==> images/congestion_map.png <==
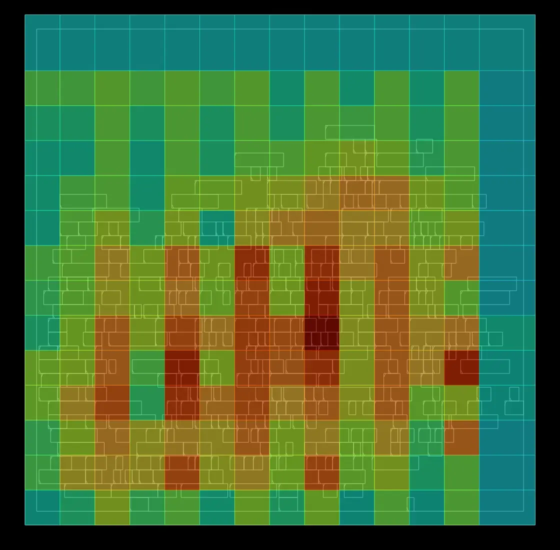
==> images/ff_map.png <==
Scale: 4 px per um.
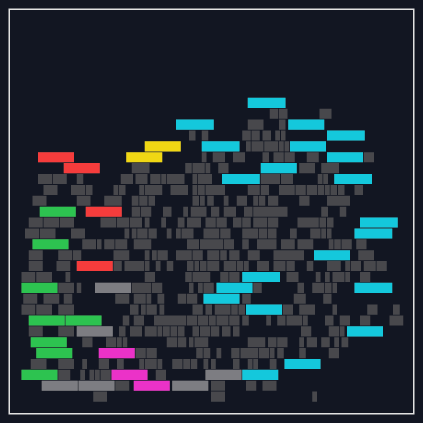
==> images/m2.png <==
Scale: 3 px per um.
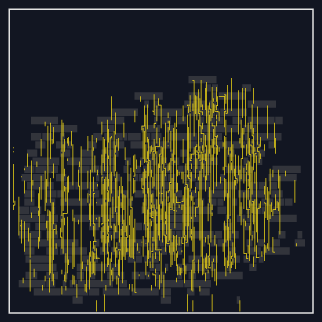
==> images/closeup.png <==
Region (30, 51) to (70, 91) um. Cells in gray, sequential cells in the stronger gray; small squares are vias.
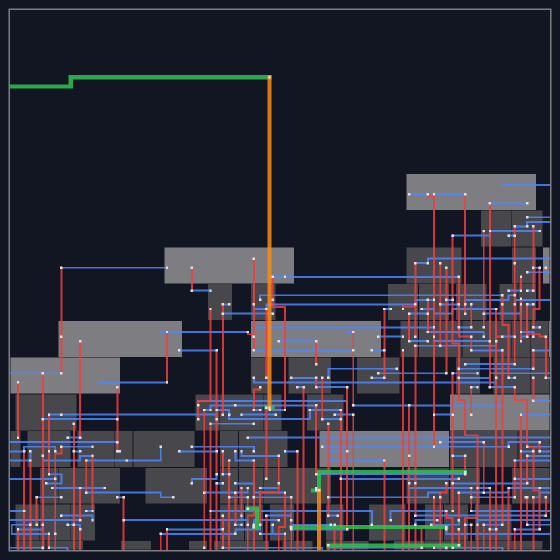
==> config.mk <==
export PLATFORM = sky130hd
export DESIGN_NAME = lcd_nibble_writer
export DESIGN_NICKNAME = d
export VERILOG_FILES = /design/src/rtl/lcd_nibble_writer.sv
export SDC_FILE = /design/constraint.sdc
export NUM_CORES = 1
export LEC_CHECK = 0
export CORE_MARGIN = 2
export CORE_UTILIZATION = 30
export DETAILED_ROUTE_END_ITERATION = 10
export PLACE_DENSITY = 0.58
export SLEW_MARGIN = 30
export SYNTH_ARGS = -nofsm -noshare
export SYNTH_HDL_FRONTEND = slang
export SYNTH_SLANG_ARGS = --single-unit
==> constraint.sdc <==
create_clock -name Clk -period 2.48 [get_ports Clk]
set_clock_uncertainty 0.2 [all_clocks]
set_input_delay 0.248 -clock Clk [delete_from_list [all_inputs] [get_ports Clk]]
set_output_delay 0.248 -clock Clk [all_outputs]
set_load 0.01 [all_outputs]
==> run notes <==
flow finished, numbers: outcome finished with violations, violated checks negative setup slack, Power Clock 0.000503 W, number of H-tree levels 2, fraction of power spent switching nets 0.252, clk root buf clkbuf_8, routed wl met2 3880 um, first-pass GRT wire length 13800 um, Unique cell types 64, critical path depth 6, Final Net Count 395, post-synthesis sequential element count 44, highest-delay cell along the critical path or4_4, most frequent cell after synthesis nand2_1, top logic cells by instance count in the layout buf_4 (46), dfrtp_1 (34), nand2_1 (31), arithmetic-cell share of the synthesized area counting full adders, half adders and majority gates 0.0348, number of fillers in the final layout 910, # clk buffers 5, topmost layer with routed signal wires met4, met1 Usage GRT 0.243, antenna violation net count after detailed routing 0, fraction of power consumed by the clock network 0.399, critical path data required time 2.47 ns, clk cell area share 0.0256, layout cell share with drive strength beyond 1 0.310, Worst Slack Setup Final -0.0487 ns, slew margin rel. 0.588, maximum net fanout on the critical path 8, final setup vio count 3, final critical delay including setup and external delays 2.53 ns, worst r2r path cells 6, total of plain and repair buffers excluding clock buffers 67, yosys stat cell total 316, number of cells in the finished layout apart from fillers 488, unrepaired setup endpoints after global routing true, die height 101 um
-- congestion_map.png (at the start) --
Global Route met3 Usage: 0.0333
post-layout util: 0.401

-- ff_map.png (at the start) --
legend:
  green:
    signal: r_din
    flops: 8
    where: lower left
  red:
    signal: LCD_Data
    flops: 4
    where: middle left
  cyan:
    signal: r_cnt
    flops: 21
  magenta:
    signal: r_state
    flops: 3
  yellow:
    signal: r_step
    flops: 2
sequential-cell power consumption: 0.000718 W
Flop area: 0.00111 sq mm
Seq area share: 0.304

-- m2.png (at the start) --
main direction: vertical
longest straight run: 44.9 um
wire length on this layer: 3880 um
nets with wire on the layer: 341
vias post-DR: 2636
global routing usage on met2: 0.277
total wire length: 8290 um

-- closeup.png (at the start) --
legend:
  red:
    layer: M2
  blue:
    layer: M1
  green:
    layer: M3
  orange:
    layer: M4
most frequent: inv_1 (5), nand2_1 (5), buf_4 (5)
cells with their middle in the window: 62
sequential cells in the window: 7

Power and IR drop assume default switching activity.
